## src/rtl/apb_multi_pad_reader.sv

```systemverilog
// APB3 reader for up to NUM_PADS serial game pads that share one latch/clock pair.
// Frames run one-shot or auto-poll, publish an atomic snapshot, and flag completion and changes.
module apb_multi_pad_reader #(
    parameter int NUM_PADS    = 2,
    parameter int BITS        = 8,
    parameter int CLK_DIV     = 2,
    parameter int LATCH_TICKS = 1,
    parameter int POLL_TICKS  = 1000
) (
    input  logic                PCLK,
    input  logic                PRESET,
    input  logic                PSEL,
    input  logic                PENABLE,
    input  logic                PWRITE,
    input  logic [7:0]          PADDR,
    input  logic [31:0]         PWDATA,
    output logic [31:0]         PRDATA,
    output logic                PREADY,
    output logic                PSLVERR,
    output logic                pad_latch,
    output logic                pad_clk,
    input  logic [NUM_PADS-1:0] pad_data,
    output logic                irq
);
    localparam int DIV_W  = $clog2(CLK_DIV);
    localparam int LT_W   = $clog2(LATCH_TICKS + 1);
    localparam int BIT_W  = $clog2(BITS);
    localparam int POLL_W = $clog2(POLL_TICKS + 1);

    typedef enum logic [2:0] {
        S_IDLE,
        S_LATCH,
        S_LOW,
        S_HIGH,
        S_COMMIT
    } state_t;

    state_t                          state_q, state_d;
    logic [DIV_W-1:0]                div_q, div_d;
    logic [LT_W-1:0]                 lcnt_q, lcnt_d;
    logic [BIT_W-1:0]                bit_q, bit_d;
    logic [POLL_W-1:0]               poll_q, poll_d;
    logic [NUM_PADS-1:0][BITS-1:0]   shift_q, shift_d;
    logic [NUM_PADS-1:0][BITS-1:0]   data_q, data_d;
    logic en_q, en_d, start_q, start_d, done_en_q, done_en_d;
    logic chg_en_q, chg_en_d, inv_q, inv_d;
    logic done_q, done_d, changed_q, changed_d, irq_q, irq_d;

    logic             tick, busy, apb_wr, sample_en;
    logic             hit_ctrl, hit_stat, hit_pad, mapped;
    logic [BIT_W-1:0] sample_idx;
    logic [31:0]      rd_data, pad_rd;
    logic             unused_wdata;

    assign unused_wdata = ^PWDATA[31:5];

    always_comb begin
        hit_ctrl = (PADDR == 8'h00);
        hit_stat = (PADDR == 8'h04);
        hit_pad  = 1'b0;
        pad_rd   = '0;
        for (int i = 0; i < NUM_PADS; i++) begin
            if (PADDR == 8'(16 + 4 * i)) begin
                hit_pad = 1'b1;
                pad_rd  = 32'(data_q[i]);
            end
        end
        mapped = hit_ctrl | hit_stat | hit_pad;
        apb_wr = PSEL & PENABLE & PWRITE & mapped;
        busy   = (state_q != S_IDLE);

        rd_data = '0;
        if (hit_ctrl)
            rd_data = {27'd0, inv_q, chg_en_q, done_en_q, 1'b0, en_q};
        else if (hit_stat)
            rd_data = {29'd0, changed_q, done_q, busy};
        else if (hit_pad)
            rd_data = pad_rd;
    end

    assign PRDATA    = (PSEL & ~PWRITE) ? rd_data : 32'd0;
    assign PSLVERR   = PSEL & PENABLE & ~mapped;
    assign PREADY    = 1'b1;
    assign pad_latch = (state_q == S_LATCH);
    assign pad_clk   = (state_q == S_HIGH);
    assign irq       = irq_q;

    always_comb begin
        tick       = (div_q == DIV_W'(CLK_DIV - 1));
        div_d      = tick ? '0 : div_q + 1'b1;
        state_d    = state_q;
        lcnt_d     = lcnt_q;
        bit_d      = bit_q;
        shift_d    = shift_q;
        data_d     = data_q;
        poll_d     = poll_q;
        sample_en  = 1'b0;
        sample_idx = '0;
        en_d       = en_q;
        start_d    = start_q;
        done_en_d  = done_en_q;
        chg_en_d   = chg_en_q;
        inv_d      = inv_q;
        done_d     = done_q;
        changed_d  = changed_q;

        // Poll counter saturates so a long-idle EN=1 starts on the very next tick.
        if (tick && poll_q < POLL_W'(POLL_TICKS - 1))
            poll_d = poll_q + 1'b1;

        if (apb_wr && hit_ctrl) begin
            en_d      = PWDATA[0];
            done_en_d = PWDATA[2];
            chg_en_d  = PWDATA[3];
            inv_d     = PWDATA[4];
            if (PWDATA[1] && !busy)
                start_d = 1'b1;
        end
        if (apb_wr && hit_stat) begin
            done_d    = done_q & ~PWDATA[1];
            changed_d = changed_q & ~PWDATA[2];
        end

        case (state_q)
            S_IDLE: begin
                if (tick && (start_q || (en_q && poll_q >= POLL_W'(POLL_TICKS - 1)))) begin
                    state_d = S_LATCH;
                    lcnt_d  = '0;
                    poll_d  = '0;
                end
            end
            S_LATCH: begin
                if (tick) begin
                    if (lcnt_q == LT_W'(LATCH_TICKS - 1)) begin
                        sample_en = 1'b1;
                        bit_d     = BIT_W'(1);
                        state_d   = S_LOW;
                    end else begin
                        lcnt_d = lcnt_q + 1'b1;
                    end
                end
            end
            S_LOW: begin
                if (tick)
                    state_d = S_HIGH;
            end
            S_HIGH: begin
                if (tick) begin
                    sample_en  = 1'b1;
                    sample_idx = bit_q;
                    if (bit_q == BIT_W'(BITS - 1)) begin
                        state_d = S_COMMIT;
                    end else begin
                        bit_d   = bit_q + 1'b1;
                        state_d = S_LOW;
                    end
                end
            end
            S_COMMIT: begin
                // Snapshot and status update win over a same-cycle W1C.
                data_d  = shift_q;
                done_d  = 1'b1;
                start_d = 1'b0;
                if (data_q != shift_q)
                    changed_d = 1'b1;
                state_d = S_IDLE;
            end
            default: state_d = S_IDLE;
        endcase

        if (sample_en) begin
            for (int i = 0; i < NUM_PADS; i++)
                shift_d[i][sample_idx] = pad_data[i] ^ inv_q;
        end

        irq_d = (done_en_q & done_q) | (chg_en_q & changed_q);
    end

    always_ff @(posedge PCLK or posedge PRESET) begin
        if (PRESET) begin
            state_q   <= S_IDLE;
            div_q     <= '0;
            lcnt_q    <= '0;
            bit_q     <= '0;
            poll_q    <= '0;
            shift_q   <= '0;
            data_q    <= '0;
            en_q      <= 1'b0;
            start_q   <= 1'b0;
            done_en_q <= 1'b0;
            chg_en_q  <= 1'b0;
            inv_q     <= 1'b0;
            done_q    <= 1'b0;
            changed_q <= 1'b0;
            irq_q     <= 1'b0;
        end else begin
            state_q   <= state_d;
            div_q     <= div_d;
            lcnt_q    <= lcnt_d;
            bit_q     <= bit_d;
            poll_q    <= poll_d;
            shift_q   <= shift_d;
            data_q    <= data_d;
            en_q      <= en_d;
            start_q   <= start_d;
            done_en_q <= done_en_d;
            chg_en_q  <= chg_en_d;
            inv_q     <= inv_d;
            done_q    <= done_d;
            changed_q <= changed_d;
            irq_q     <= irq_d;
        end
    end
endmodule

```

## config.mk

```make
export PLATFORM = sky130hd
export DESIGN_NAME = apb_multi_pad_reader
export DESIGN_NICKNAME = d
export VERILOG_FILES = /design/src/rtl/apb_multi_pad_reader.sv
export SDC_FILE = /design/constraint.sdc
export NUM_CORES = 1
export LEC_CHECK = 0
export CAP_MARGIN = 5
export CORE_ASPECT_RATIO = 0.9
export CORE_UTILIZATION = 49
export CTS_CLUSTER_SIZE = 40
export DETAILED_ROUTE_END_ITERATION = 8
export GPL_ROUTABILITY_DRIVEN = 0
export GPL_TIMING_DRIVEN = 0
export PLACE_DENSITY_LB_ADDON = 0.08
export SYNTH_ARGS = -nofsm -noshare
export SYNTH_HDL_FRONTEND = slang
export SYNTH_SLANG_ARGS = --single-unit
export TNS_END_PERCENT = 1
```

## constraint.sdc

```tcl
create_clock -name PCLK -period 5.5 [get_ports PCLK]
set_clock_uncertainty 0.05 [all_clocks]
set_input_delay 1.1 -clock PCLK [delete_from_list [all_inputs] [get_ports PCLK]]
set_output_delay 1.1 -clock PCLK [all_outputs]
set_load 0.02 [all_outputs]
```

Figure 1. Placed standard cells.
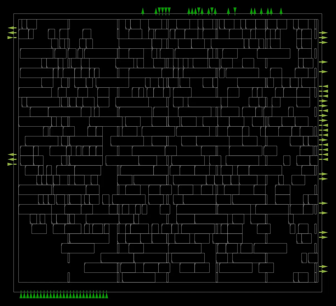
fillers: 543
num rows: 27
post-layout util: 0.626
Flops: 57

Figure 2. Gate families picked out.
Bar = 20 um.
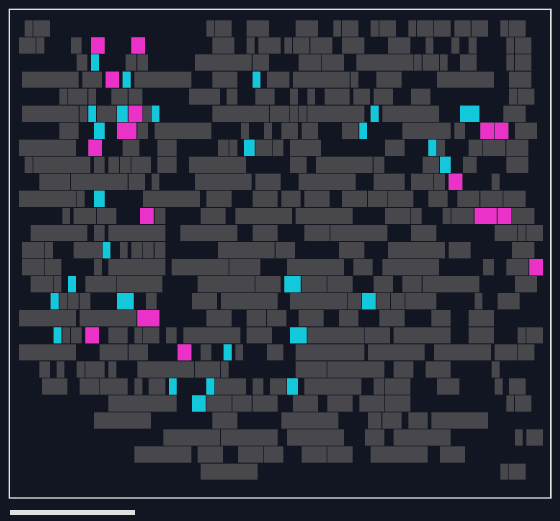
- magenta: and/or cells (cells 16)
- cyan: nand cells (cells 27)

Figure 3. I/O nets highlighted.
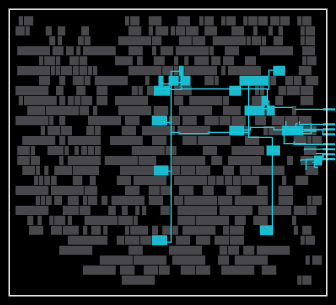
- cyan: PADDR (bits 8; direction input; end cells 22; buffers 9; wire 313 um)

Figure 4. Metal 3.
Bar = 20 um.
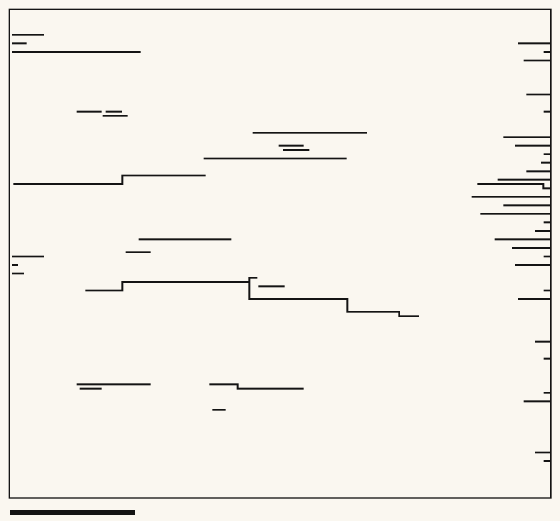
- wire length on this layer: 359 um
- longest straight run: 22.5 um

Figure 5. Cell density map.
9 x 8 tiles, from black (low) to pale yellow (high), 0 to 100% covered.
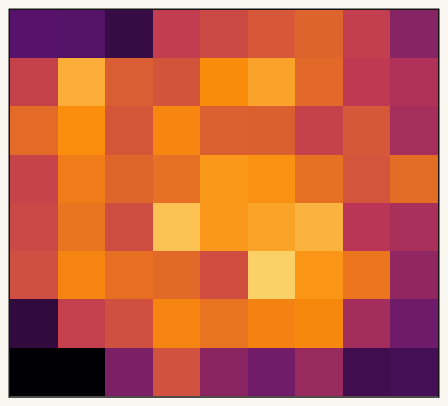
- tiles over 75% full: 17%
- emptiest ninth of the die: lower left
- densest ninth of the die: centre
- fullest tile: 90%
- mean over tiles: 56%

[cell type report]
cell class,count,area [um2]
multi-input cells,214,1530
fillers,543,2300
clock buffers,10,128
flip-flops and latches,57,1430
clock inverters,6,82.6
repair buffers,31,320
inverters,4,15.0
plain buffers,37,243
well taps,87,109
[layer usage]
metal  GRT usage  share of wire  up-vias
li1            -              -     1103
met1       0.274           0.46     1073
met2       0.325           0.47       68
met3      0.0851          0.057        6
met4      0.0683          0.011        0
met5           0              0        -
[registers in the layout, summed over array words and instances, names as in the netlist, 3 cells and up]
name and count:
data_q 16, shift_q 16, poll_q 10, bit_q 3, state_q 3
[cells by family after synthesis]
| family | after synthesis | share of synthesized area |
|---|---|---|
| compound gates | 39 | 0.0889 |
| xor+xnor | 23 | 0.0645 |
| fa+ha+maj | 3 | 0.0120 |
| buf+inv | 41 | 0.0825 |
| flops | 57 | 0.457 |
| mux | 43 | 0.154 |
| other cells | 2 | 0.00240 |
| simple gates | 81 | 0.139 |
[path summary, 6_finish.rpt]
check                           start  depth (start not counted)  slack [ns]          end
max                          PADDR[5]                          7        1.11    PRDATA[5]
min                         poll_q[9]                          2        0.48    poll_q[9]
max reg2reg                state_q[2]                          5        3.61  shift_q[10]
min reg2reg                 poll_q[9]                          2        0.48    poll_q[9]
max in group asynchronous      PRESET                          3        3.82       done_q
min in group asynchronous      PRESET                          2        1.04    poll_q[8]
[power by group through the flow]
stage	clock network, mW	logic (mW)	registers (mW)
3_5_place_dp	0	0.107	0.455
2_1_floorplan	0	0.0770	0.452
6_report	0.418	0.107	0.448
3_3_place_gp	0	0.104	0.454
4_1_cts	0.427	0.107	0.447
5_1_grt	0.444	0.117	0.450
==> run summary <==
WP buf/inv -> 3
Dominant cell type by area after synthesis -> dfrtp_1
Crit-path cells -> clkdlybuf4s50_1 > or3_1 > buf_2 > nor2_1 > and3_1 > o221a_2 > clkdlybuf4s50_1
Pin count of the biggest net entering global routing -> 38
Initial antenna violation count -> 0
Total CTS buffers -> 9
Synthesis-to-finish area growth -> 23.2%
Post-synth top flop -> dfrtp_1
Top cells by area -> dfrtp_1 (46%), mux2_2 (14%), buf_4 (6.0%)
Worst-path fanout max -> 7
# diodes -> 0
Via/cell ratio -> 5.04
Signal arrival time at the worst endpoint -> 3.24 ns
Hold Buf Count CTS -> 0
Detail Placement HPWL -> 4.47 mm
Endpoints failing hold -> 0
Most frequent logic cell in the layout -> dfrtp_1
Slowest library cell on the worst path -> clkdlybuf4s50_1
Clock buffer depth -> 2
Top-area cell share -> 0.457
Total power -> 0.973 mW
CTS root buffer -> clkbuf_8
Gate Count Post-Synth -> 289
Avg WL per Cell -> 14.0 um
Mapped Avg Cell Area -> 10.8 um2
YS chip area -> 0.00312 mm2
TritonCTS clock tree -> done
DP Area -> 0.00364 mm2
Gr ovfl total -> 0
Synth top cells by count -> dfrtp_1 (57), mux2_2 (40), buf_4 (25)
Setup TNS -> 0 ns
Seq/Total Area, Yosys -> 0.457
Critical path's largest stage delay -> 0.60 ns
Core box area -> 0.00615 mm2
Cycle use final -> 0.798
Status -> completed
Cells resized by post-CTS repair -> 0
Worst endpoint required time -> 4.35 ns
Placed Cells -> 430
Slew Limit Fails -> 0
Least-Margin Pin Slew -> 0.691 ns
Final setup margin -> 1.11 ns
Yosys cell count -> 289
OpenROAD warning count -> 53
Min Tclk post-route -> 4.39 ns
DRT Pass-1 Iters -> 4
Synth Cell Area -> 0.00312 mm2
Synthesis Warnings -> 0
FP Util -> 0.508
Power is estimated from default activity; no workload was simulated.
